==> config.mk <==
export PLATFORM = sky130hd
export DESIGN_NAME = qsfp_hpd_conditioner
export DESIGN_NICKNAME = d
export VERILOG_FILES = /design/src/rtl/qsfp_hpd_conditioner.sv
export SDC_FILE = /design/constraint.sdc
export NUM_CORES = 1
export LEC_CHECK = 0
export CORE_MARGIN = 5
export CORE_UTILIZATION = 30
export DETAILED_ROUTE_END_ITERATION = 10
export DONT_BUFFER_PORTS = 1
export GPL_ROUTABILITY_DRIVEN = 0
export GPL_TIMING_DRIVEN = 0
export PLACE_DENSITY = 0.51
export SETUP_SLACK_MARGIN = 0.3
export SKIP_LAST_GASP = 1
export SYNTH_ARGS = -nofsm -noshare
export SYNTH_HDL_FRONTEND = slang
export SYNTH_SLANG_ARGS = --single-unit
==> constraint.sdc <==
create_clock -name system_clock -period 7.52 [get_ports system_clock]
set_input_delay 1.504 -clock system_clock [delete_from_list [all_inputs] [get_ports system_clock]]
set_output_delay 1.504 -clock system_clock [all_outputs]
set_load 0.05 [all_outputs]
==> src/rtl/qsfp_hpd_conditioner.sv <==
// Turns the raw QSFP ModPrsL pin into a debounced, reset-sequenced hot-plug-detect.
// Optional forced replug (hpd drop while the module stays powered) is enabled by QSFP_HPD_REPLUG_EN.
module qsfp_hpd_conditioner #(
    parameter int unsigned DEBOUNCE_CYCLES = 200_000,
    parameter int unsigned RESET_CYCLES    = 2_000,
    parameter int unsigned INIT_CYCLES     = 400_000_000,
    parameter int unsigned REPLUG_CYCLES   = 40_000_000
) (
    input  logic       system_clock,
    input  logic       system_reset,
    input  logic       modprsl,
    input  logic       replug_request,
    output logic       resetl,
    output logic       hpd,
    output logic [1:0] state,
    output logic [7:0] insert_count
);

    localparam logic [31:0] DB_LAST     = 32'(DEBOUNCE_CYCLES - 1);
    localparam logic [31:0] RESET_LAST  = 32'(RESET_CYCLES - 1);
    localparam logic [31:0] INIT_LAST   = 32'(INIT_CYCLES - 1);
    localparam logic [31:0] REPLUG_LAST = 32'(REPLUG_CYCLES - 1);

    typedef enum logic [2:0] {
        ST_ABSENT = 3'd0,
        ST_RESET  = 3'd1,
        ST_INIT   = 3'd2,
        ST_READY  = 3'd3,
        ST_REPLUG = 3'd4
    } fsm_t;

    logic        sync1_q, sync1_d;
    logic        sync2_q, sync2_d;
    logic        present_db_q, present_db_d;
    logic [31:0] db_cnt_q, db_cnt_d;
    logic [31:0] phase_q, phase_d;
    fsm_t        fsm_q, fsm_d;
    logic        resetl_q, resetl_d;
    logic        hpd_q, hpd_d;
    logic [1:0]  state_q, state_d;
    logic [7:0]  insert_count_q, insert_count_d;
    logic        present_raw;

`ifndef QSFP_HPD_REPLUG_EN
    logic unused_replug_request;
    assign unused_replug_request = replug_request;
`endif

    assign present_raw = ~sync2_q;

    always_comb begin
        sync1_d = modprsl;
        sync2_d = sync1_q;

        present_db_d = present_db_q;
        db_cnt_d     = 32'd0;
        if (present_raw != present_db_q) begin
            if (db_cnt_q == DB_LAST) begin
                present_db_d = present_raw;
            end else begin
                db_cnt_d = db_cnt_q + 32'd1;
            end
        end

        fsm_d          = fsm_q;
        insert_count_d = insert_count_q;
        // Removal is checked first so it wins over any counter expiry or replug.
        if (!present_db_q) begin
            fsm_d = ST_ABSENT;
        end else begin
            case (fsm_q)
                ST_ABSENT: fsm_d = ST_RESET;
                ST_RESET:  if (phase_q == RESET_LAST) fsm_d = ST_INIT;
                ST_INIT: begin
                    if (phase_q == INIT_LAST) begin
                        fsm_d          = ST_READY;
                        insert_count_d = insert_count_q + 8'd1;
                    end
                end
`ifdef QSFP_HPD_REPLUG_EN
                ST_READY:  if (replug_request) fsm_d = ST_REPLUG;
                ST_REPLUG: if (phase_q == REPLUG_LAST) fsm_d = ST_READY;
`else
                ST_READY:  fsm_d = ST_READY;
`endif
                default:   fsm_d = ST_ABSENT;
            endcase
        end

        phase_d = phase_q;
        if (fsm_d != fsm_q) begin
            phase_d = 32'd0;
        end else if (fsm_q == ST_RESET || fsm_q == ST_INIT || fsm_q == ST_REPLUG) begin
            phase_d = phase_q + 32'd1;
        end

        // Outputs are decoded from the next state so they change on the same edge as the FSM.
        resetl_d = (fsm_d == ST_INIT) || (fsm_d == ST_READY) || (fsm_d == ST_REPLUG);
        hpd_d    = (fsm_d == ST_READY);
        state_d  = (fsm_d == ST_REPLUG) ? 2'd3 : fsm_d[1:0];
    end

    always_ff @(posedge system_clock) begin
        if (system_reset) begin
            sync1_q        <= 1'b1;
            sync2_q        <= 1'b1;
            present_db_q   <= 1'b0;
            db_cnt_q       <= 32'd0;
            phase_q        <= 32'd0;
            fsm_q          <= ST_ABSENT;
            resetl_q       <= 1'b0;
            hpd_q          <= 1'b0;
            state_q        <= 2'd0;
            insert_count_q <= 8'd0;
        end else begin
            sync1_q        <= sync1_d;
            sync2_q        <= sync2_d;
            present_db_q   <= present_db_d;
            db_cnt_q       <= db_cnt_d;
            phase_q        <= phase_d;
            fsm_q          <= fsm_d;
            resetl_q       <= resetl_d;
            hpd_q          <= hpd_d;
            state_q        <= state_d;
            insert_count_q <= insert_count_d;
        end
    end

    assign resetl       = resetl_q;
    assign hpd          = hpd_q;
    assign state        = state_q;
    assign insert_count = insert_count_q;

endmodule

### Sizing map

(4 px per µm)
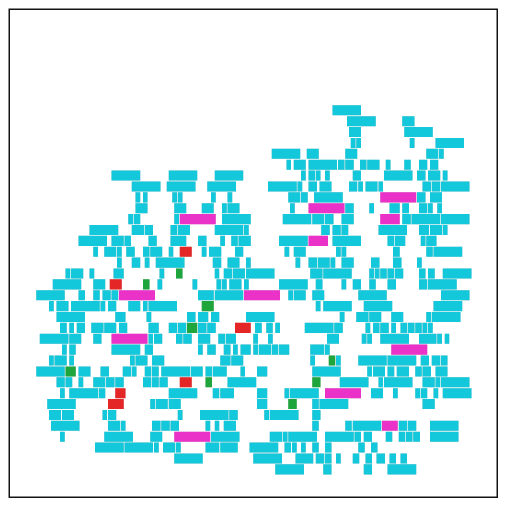
Cyan shows _0 and _1 cells, cells 423, share 94%, most used dfxtp_1. Green shows _2 cells, cells 9, share 2.0%, most used buf_2. Red shows _3 and _4 cells, cells 6, share 1.3%, most used clkinv_4. Magenta shows _6 and larger, cells 12, share 2.7%, most used clkbuf_16.
Synth-to-Final Area Change: 13.42%
Final Worst Setup Slack: 4.734 ns
Repair and plain buffers: 16
Final Cell Area: 4240 µm²

### Signal wires on met3

(2 px per µm)
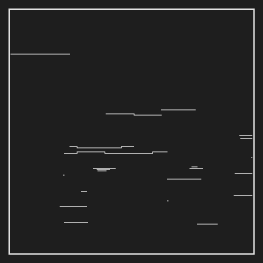
The longest straight run is 29.4 µm. The wires run mostly horizontal. The layer holds 3.4% of the routed length.
WL final: 8099 µm
met3 usage: 3.760%
vias: 3019

### M2 wires

(2 px per µm)
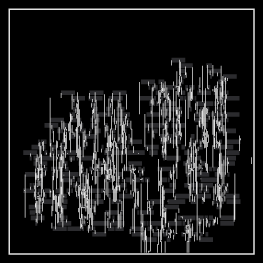
The layer holds 46% of the routed length. 362 nets have wire on it. The layer carries 3720 µm of wire.
met2 usage: 19.00%

### Selected gate families

(4 px per µm)
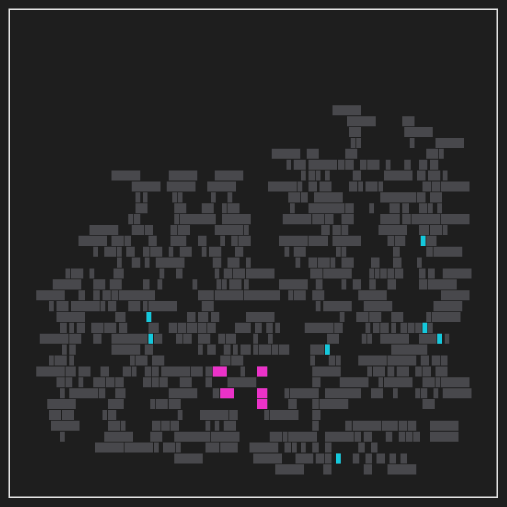
Cyan shows inv cells, cells 7. Magenta shows non-inverting ao/oa cells, cells 5, where bottom center.
most numerous logic cell after layout: dfxtp_1
Non-Filler Instances: 618
Comb area share: 47.15%

==> run summary <==
share of layout cells above drive strength 1 -> 6.000%
TritonCTS Buffers -> 9
crit-path cells -> ha_1, inv_1, nor3_1, nand3_1, or4_1, a21oi_1
fin nets -> 452
Distinct lib cells used -> 39
sequential power share -> 50.3%
yosys warns -> 0
CTS Sinks -> 82
WL per Instance -> 13.11 µm
critical path's slowest cell -> nor3_1
status -> finished, final reports clean
FP Util -> 30.87%
main flop type -> dfxtp_1
cts hold-fix bufs -> 0
first-pass GRT wire length -> 14210 µm
setup violators final -> 0
DR vias/cell -> 4.885
Reg2Reg Depth -> 6
Max Fclk -> 0.3590 GHz
pin count of the biggest net entering global routing -> 15
Int Pwr -> 680.8 µW
H-tree level count -> 3
type of origin of the critical path -> flip-flop
PwrDens -> 204.5 nW/µm²
vias in the first global route -> 2918
CP arrival -> 3.06 ns
drt pass-1 iters -> 4
post-synth net total -> 441
Hold WS -> 0.4111 ns
worst vdd ir -> 0.09355 mV
slew margin rel. -> 11.00%
CTS resizes -> 0
placed wire-length estimate -> 5814 µm
n_diodes -> 0
reg2reg end -> db_cnt_q[30]
Yosys top cell by area -> dfxtp_1
Log Warnings -> 27
postcts setup bufs -> 0
total negative slack -> 0 ns
critical path capture point type -> flip-flop
cell family with most CP delay -> simple AND/OR/NAND/NOR gates
sw power -> 186.2 µW
initial antenna violation count -> 0
## registers in the layout, summed over array words and instances (netlist names)
register	flops
state	2
sync2_q	1
hpd	1
present_db_q	1
phase_q	32
db_cnt_q	32
fsm_q	3
resetl	1
sync1_q	1
insert_count	8
## cells by family (layout without fill, tap and decap cells)
family | count (synthesis) | in the layout | share of synthesized area [%]
other | 1 | 1 | 0.1003
adder cells (fa/ha/maj) | 3 | 3 | 1.004
flip-flops | 82 | 82 | 43.91
XOR/XNOR | 60 | 60 | 14.06
AND-OR/OR-AND | 34 | 34 | 5.254
AND/OR/NAND/NOR | 229 | 229 | 32.53
buffers and inverters | 23 | 39 | 2.610
multiplexers | 2 | 2 | 0.5355
## cell usage after synthesis (11+ instances only)
cell and n:
nand3_1 35, and3_1 13, a21oi_1 14, nor2_1 69
nand4_1 29, dfxtp_1 82, xor2_1 48, nand2_1 22
xnor2_1 12, o21ai_0 11, clkbuf_1 12, or3_1 12
nor4_1 12
## per-stage QoR
stage	worst slack (ns)	util, %	cells	instance area, µm²
final	4.734	35.01	618	4240
after floorplan	5.000	-	434	3739
after detailed placement	4.746	32.60	602	3949
after CTS	4.699	35.01	618	4240
after global routing	4.469	35.01	618	4240
after global placement	4.724	32.60	602	3949
## per-layer routing
| metal | up-vias | track usage (%) | wire length [µm] |
|---|---|---|---|
| li1 | 1553 | - | - |
| met1 | 1424 | 15.29 | 3993 |
| met2 | 34 | 19.00 | 3722 |
| met3 | 8 | 3.760 | 277 |
| met4 | 0 | 3.992 | 105 |
| met5 | - | 0 | 0 |
## area by class of cell
cell class                      count  area (µm²)
Clock buffer                       11       252.7
Sequential cell                    82        1642
Multi-Input combinational cell    329        1999
Clock inverter                      5       38.79
Fill cell                        1310        7871
Tap cell                          168       210.2
Inverter                            7       26.28
Buffer                             16       71.32
## how the worst min path moves through the flow
| stage | startpoint | endpoint | slack (ns) | cells past startpoint |
|---|---|---|---|---|
| final | sync1_q | sync2_q | 0.41 | 1 |
| after global routing | sync1_q | sync2_q | 0.45 | 1 |
| after CTS | sync1_q | sync2_q | 0.41 | 1 |
| after detailed placement | sync1_q | sync2_q | 0.40 | 1 |
| after global placement | sync1_q | sync2_q | 0.40 | 1 |
| after floorplan | sync1_q | sync2_q | 0.39 | 1 |
## power by group through the flow
stage               combinational [µW]  sequential (µW)  clock, µW
detailed placement                9.63              446          0
CTS                               9.61              436        436
global placement                  9.62              446          0
global route                      10.8              436        453
finish                            9.42              436        421
floorplan                         7.08              446          0
Power and IR drop assume default switching activity.
